===== config.mk =====
export PLATFORM = sky130hd
export DESIGN_NAME = pending_encoder_flat
export DESIGN_NICKNAME = d
export VERILOG_FILES = /design/src/rtl/pending_encoder_pkg.sv /design/src/rtl/pending_encoder_if.sv /design/src/rtl/pending_encoder_prio_enc.sv /design/src/rtl/pending_encoder.sv /design/src/flat_wrapper.sv
export SDC_FILE = /design/constraint.sdc
export NUM_CORES = 1
export LEC_CHECK = 0
export CAP_MARGIN = 30
export CORE_ASPECT_RATIO = 1.2
export CORE_UTILIZATION = 54
export CTS_BUF_LIST = sky130_fd_sc_hd__clkbuf_4
export DETAILED_ROUTE_END_ITERATION = 8
export GPL_ROUTABILITY_DRIVEN = 0
export PLACE_DENSITY = 0.81
export SLEW_MARGIN = 20
export SYNTH_ARGS = -nofsm -noshare
export SYNTH_HDL_FRONTEND = slang
export SYNTH_SLANG_ARGS = --single-unit

===== constraint.sdc =====
create_clock -name clk -period 4.5 [get_ports clk]
set_clock_uncertainty 0.15 [all_clocks]
set_input_delay 0.45 -clock clk [delete_from_list [all_inputs] [get_ports clk]]
set_output_delay 0.45 -clock clk [all_outputs]
set_load 0.05 [all_outputs]

===== src/rtl/pending_encoder_pkg.sv =====
`default_nettype none
// +----------------------------------------------------------------------+
// | pending_encoder_pkg                                                  |
// | Shared types for the sticky pending-event priority encoder.          |
// | Revision: 1.0                                                        |
// +----------------------------------------------------------------------+
package pending_encoder_pkg;

  typedef enum logic {
    IDLE    = 1'b0,
    PRESENT = 1'b1
  } penc_state_t;

endpackage
`default_nettype wire


===== src/rtl/pending_encoder_if.sv =====
`default_nettype none
// +----------------------------------------------------------------------+
// | pending_encoder_if                                                   |
// | Request capture and indexed-event handshake bundle.                  |
// | Revision: 1.0                                                        |
// +----------------------------------------------------------------------+
interface pending_encoder_if #(
  parameter int N = 8
);
  localparam int W  = $clog2(N);
  localparam int CW = $clog2(N + 1);

  logic          e;
  logic [N-1:0]  req;
  logic          out_valid;
  logic [W-1:0]  out_idx;
  logic          out_ready;
  logic [CW-1:0] pending_cnt;
  logic          overrun;

  // The encoder is the producer of the indexed event stream.
  modport master (
    input  e, req, out_ready,
    output out_valid, out_idx, pending_cnt, overrun
  );

  modport slave (
    output e, req, out_ready,
    input  out_valid, out_idx, pending_cnt, overrun
  );

endinterface
`default_nettype wire


===== src/rtl/pending_encoder_prio_enc.sv =====
`default_nettype none
// +----------------------------------------------------------------------+
// | prio_enc                                                             |
// | Combinational lowest-set-bit encoder; bit i maps to index i.         |
// | Revision: 1.0                                                        |
// +----------------------------------------------------------------------+
module prio_enc #(
  parameter int N = 8,
  parameter int W = $clog2(N)
) (
  input  logic [N-1:0] in_i,
  output logic [W-1:0] idx_o,
  output logic         found_o
);

  // Scanning downward lets the lowest set bit overwrite any higher one.
  always_comb begin
    idx_o   = '0;
    found_o = 1'b0;
    for (int i = N - 1; i >= 0; i--) begin
      if (in_i[i]) begin
        idx_o   = W'(i);
        found_o = 1'b1;
      end
    end
  end

endmodule
`default_nettype wire


===== src/rtl/pending_encoder.sv =====
`default_nettype none
// +----------------------------------------------------------------------+
// | pending_encoder                                                      |
// | Sticky pending register feeding a lowest-first indexed handshake.    |
// | Revision: 1.0                                                        |
// +----------------------------------------------------------------------+
module pending_encoder
  import pending_encoder_pkg::*;
#(
  parameter int N = 8
) (
  input  logic                clk,
  input  logic                reset,
  pending_encoder_if.master   bus
);

  localparam int W  = $clog2(N);
  localparam int CW = $clog2(N + 1);

  penc_state_t   state_q;
  logic [N-1:0]  pending_q;
  logic [N-1:0]  pending_d;
  logic          out_valid_q;
  logic [W-1:0]  out_idx_q;
  logic [CW-1:0] cnt_q;
  logic [CW-1:0] cnt_d;
  logic          overrun_q;

  logic          hs;
  logic [N-1:0]  set_vec;
  logic [N-1:0]  clr_vec;
  logic          ovr_hit;
  logic [W-1:0]  cur_idx;
  logic          cur_found;
  logic [W-1:0]  rem_idx;
  logic          rem_found;

  assign hs      = out_valid_q & bus.out_ready;
  assign set_vec = bus.req & {N{bus.e}};

  // Set is OR'd in after the clear, so a same-cycle re-arrival stays pending.
  always_comb begin
    clr_vec = '0;
    for (int i = 0; i < N; i++) begin
      clr_vec[i] = hs && (out_idx_q == W'(i));
    end
    pending_d = (pending_q & ~clr_vec) | set_vec;
    ovr_hit   = |(set_vec & pending_q & ~clr_vec);
  end

  always_comb begin
    cnt_d = '0;
    for (int i = 0; i < N; i++) begin
      cnt_d = cnt_d + CW'(pending_d[i]);
    end
  end

  prio_enc #(.N(N), .W(W)) u_enc_cur (
    .in_i    (pending_q),
    .idx_o   (cur_idx),
    .found_o (cur_found)
  );

  prio_enc #(.N(N), .W(W)) u_enc_rem (
    .in_i    (pending_d),
    .idx_o   (rem_idx),
    .found_o (rem_found)
  );

  always_ff @(posedge clk) begin
    if (reset) begin
      state_q     <= IDLE;
      pending_q   <= '0;
      out_valid_q <= 1'b0;
      out_idx_q   <= '0;
      cnt_q       <= '0;
      overrun_q   <= 1'b0;
    end else begin
      pending_q <= pending_d;
      cnt_q     <= cnt_d;
      if (ovr_hit) begin
        overrun_q <= 1'b1;
      end
      case (state_q)
        IDLE: begin
          if (cur_found) begin
            state_q     <= PRESENT;
            out_valid_q <= 1'b1;
            out_idx_q   <= cur_idx;
          end
        end
        PRESENT: begin
          if (hs) begin
            if (rem_found) begin
              out_idx_q <= rem_idx;
            end else begin
              state_q     <= IDLE;
              out_valid_q <= 1'b0;
            end
          end
        end
        default: begin
          state_q     <= IDLE;
          out_valid_q <= 1'b0;
        end
      endcase
    end
  end

  assign bus.out_valid   = out_valid_q;
  assign bus.out_idx     = out_idx_q;
  assign bus.pending_cnt = cnt_q;
  assign bus.overrun     = overrun_q;

endmodule
`default_nettype wire


===== src/flat_wrapper.sv =====
// flat-port wrapper written by rule: the top's interface ports become plain ports
module pending_encoder_flat import pending_encoder_pkg::*;
#(
  parameter int N = 8
)
  (clk, reset, bus_e, bus_req, bus_out_ready, bus_out_valid, bus_out_idx, bus_pending_cnt, bus_overrun);
  pending_encoder_if #(.N(N)) bus_i ();
  input  logic clk;
  input  logic reset;
  input wire logic [$bits(bus_i.e)-1:0] bus_e;
  input wire logic [$bits(bus_i.req)-1:0] bus_req;
  input wire logic [$bits(bus_i.out_ready)-1:0] bus_out_ready;
  output wire logic [$bits(bus_i.out_valid)-1:0] bus_out_valid;
  output wire logic [$bits(bus_i.out_idx)-1:0] bus_out_idx;
  output wire logic [$bits(bus_i.pending_cnt)-1:0] bus_pending_cnt;
  output wire logic [$bits(bus_i.overrun)-1:0] bus_overrun;
  assign bus_i.e = bus_e;
  assign bus_i.req = bus_req;
  assign bus_i.out_ready = bus_out_ready;
  assign bus_out_valid = bus_i.out_valid;
  assign bus_out_idx = bus_i.out_idx;
  assign bus_pending_cnt = bus_i.pending_cnt;
  assign bus_overrun = bus_i.overrun;
  pending_encoder #(.N(N)) u_core (.clk(clk), .reset(reset), .bus(bus_i));
endmodule

==> out/results.tsv <==
stage	metric	value	unit
finish	utilization	71.50	%
outcome	outcome	completed	
timing	hold_viol_final	0	
timing	period_used_share	92.50	%
critical_path	endpoint	u_core.bus.pending_cnt[1]	
placement	dp_slack	98.35	ps
critical_path	end_kind	register	
timing	hold_ws	359.7	ps
critical_path	reg2regPathDepth	13	
clock_network	cts_tree	built	
yosys	synth_seq_share	29.97	%
pwr	intPower	0.0003167	W
timing	fin_crit	4162	ps
yosys	synth.distinct_cells	46	
critical_path	arrival	4250	ps
finish	flops	18	
die	die_x	45.08	um
timing	tns	0	ps
timing	worst_slack	337.7	ps
worst_hold_path	min_path_type	reg2reg	
finish	comb_share	52.53	%
clock_network	clk_path_buf_depth	2	
die	ios	21	
timing	rsz0062_at_grt	no	
finish	stdcell_area	1481	um^2
finish	final_nets	191	
finish	stdcell_count	201	
finish	mostFrequentLayoutCell	clkdlybuf4s50_1	
clock_network	worstSkewPairLatency	300	ps
critical_path	regToRegStartpoint	u_core.bus.out_idx[2]	
timing	slew_headroom	55.09	%
worst_hold_path	min_path_cells	2	
yosys	synthFlopType	dfxtp_1	
pwr	total_power	0.0005326	W
finish	flop_area	360.3	um^2
yosys	synth_flops	18	
timing	setup_violations	0	
detailed_routing	wl_per_cell	14.47	um
detailed_routing	num_vias	1215	
finish	synthToLayoutAreaGrowth	23.20	%
grt	grt.overflow.total	0	
clock_network	cts.repair.resized	0	
finish	clock_area_share	1.774	%
grt	grt_pass1_vias	1076	
die	fp.coreArea	2072	um^2
clock_network	ctsRootBufferMaster	clkbuf_4	
critical_path	crit_fanout	3	
clock_network	htreeDepth	1	
yosys	ys_cells	147	
die	row_count	18	
pwr	p_sw	0.0002159	W
detailed_routing	wl	2909	um
clock_network	clk_pin_slew_worst_paths	100	ps
detailed_routing	firstDrtPassIters	4	
finish	drive_above_1_share	9.357	%
job	drv_cap	0	
pwr	comb_power_share	46.7	%
pwr	p_clk_share	15.4	%
detailed_routing	drtIter0Drc	49	
clock_network	clock-sinks	18	
finish	nClkBuffers	3	
grt	track_usage	26.55	%
grt	grt_antenna_before_repair	0	
detailed_routing	drc_errors	0	
pwr	ir_worst_vdd	0.3632	mV
placement	place_area	1455	um^2
finish	dominant_cells	multi-input combinational cells	
finish	logic_gates	112	
critical_path	cp.required	4580	ps
timing	maxSlewViolCount	0	
timing	fmax	240.3	MHz
critical_path	rr_endpoint	u_core.bus.pending_cnt[1]	
grt	grt_pass1_wl	4657	um
yosys	ys_chip_area	1202	um^2
pwr	p_seq_share	37.9	%
finish	combGateArea	778.2	um^2
die	initial_core_util	58.03	%
critical_path	cp-start-kind	primary input	
critical_path	path_class	in2reg	
placement	hpwl	2253	um
metal layers:
metal  global-route usage, %  vias to the layer above  wire length [um]
li1                        -                      579                 -
met1                   30.56                      564              1155
met2                   47.34                       56              1460
met3                   3.356                       16               178
met4                   13.64                        0               115
met5                       0                        -                 0
kinds of logic after synthesis:
logic type,after synthesis,synth area share (%)
buffers and inverters,17,5.307
multiplexers,3,2.497
XOR/XNOR,1,0.7285
adder cells (fa/ha/maj),7,9.782
AND-OR/OR-AND,45,25.60
AND/OR/NAND/NOR,56,26.12
flip-flops,18,29.97
critical path: stages:
cell             delay, ps
clkdlybuf4s50_1        480
or3b_4                 410
o21ai_2                150
a21boi_1               270
inv_1                   80
ha_1                   280
inv_1                   50
fa_1                   540
inv_1                   60
fa_1                   490
fa_1                   420
inv_1                   80
fa_1                   400
nor2_1                 100
power groups by stage:
stage	clock network (W)	registers, W	logic, W
after floorplan	0	0.000258	0.000118
after global routing	0.0000899	0.000205	0.000272
final	0.0000822	0.000202	0.000248
after global placement	0	0.000204	0.000243
after CTS	0.0000840	0.000202	0.000250
after detailed placement	0	0.000205	0.000248
state kept, by name (all words and copies together), names as in the netlist:
signal / cells
u_core.pending_q: 8
u_core.bus.pending_cnt: 4
u_core.bus.out_idx: 3
u_core.bus.out_valid: 1
u_core.bus.overrun: 1
u_core.state_q: 1
cell usage after synthesis (3+ instances only):
cell type  instances  area, um^2
nor3_1             3       15.01
clkbuf_1           4       15.01
fa_1               4       80.08
nand2_1           14       52.55
nor2_1            10       37.54
nand3_1            4       20.02
o21ai_0            7       35.03
o21ai_1            5       25.02
o21a_1             4       30.03
inv_1             13       48.80
dfxtp_1           18       360.4
nand2b_1           4       25.02
ha_1               3       37.54
o21bai_1           3       22.52
a21oi_1            9       45.04
mux2i_1            3       30.03
Signal wires on met1:
Cells faint in the background.
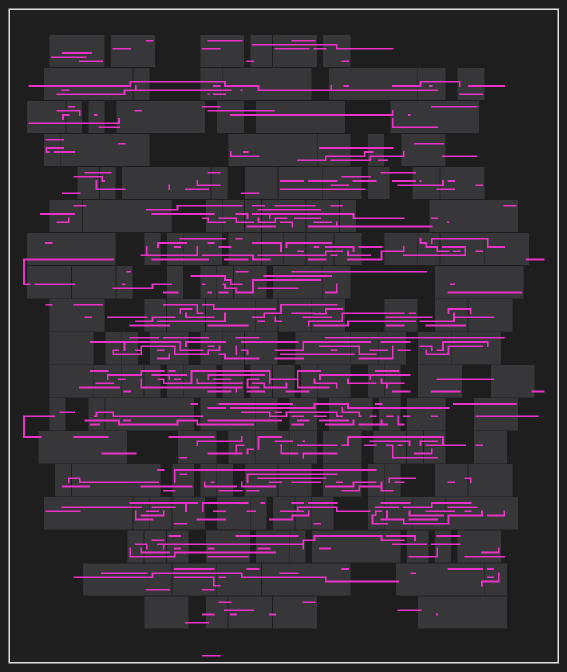
share of all routed wire: 40%
wire length on this layer: 1160 um
main direction: horizontal

The metal 2 layer:
The bar under the picture is 10 um long.
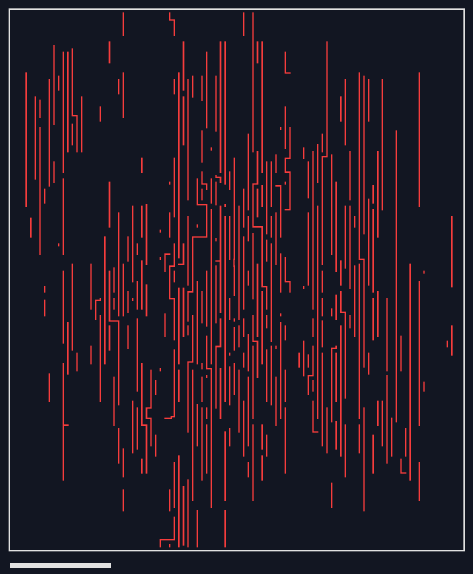
longest straight run: 28.9 um
wire length on this layer: 1460 um
nets with wire on the layer: 168
share of all routed wire: 50%

Signal wires on met3:
The bar under the picture is 10 um long.
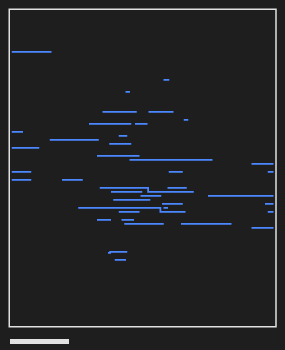
longest straight run: 13.8 um
main direction: horizontal
nets with wire on the layer: 30

M4 wires:
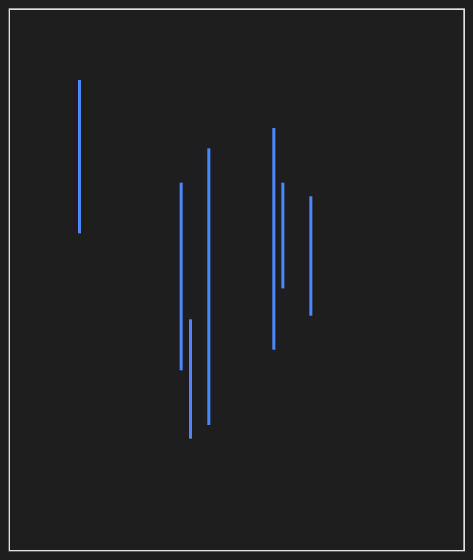
wire length on this layer: 116 um
nets with wire on the layer: 7
share of all routed wire: 4.0%
main direction: vertical

Power and IR drop assume default switching activity.
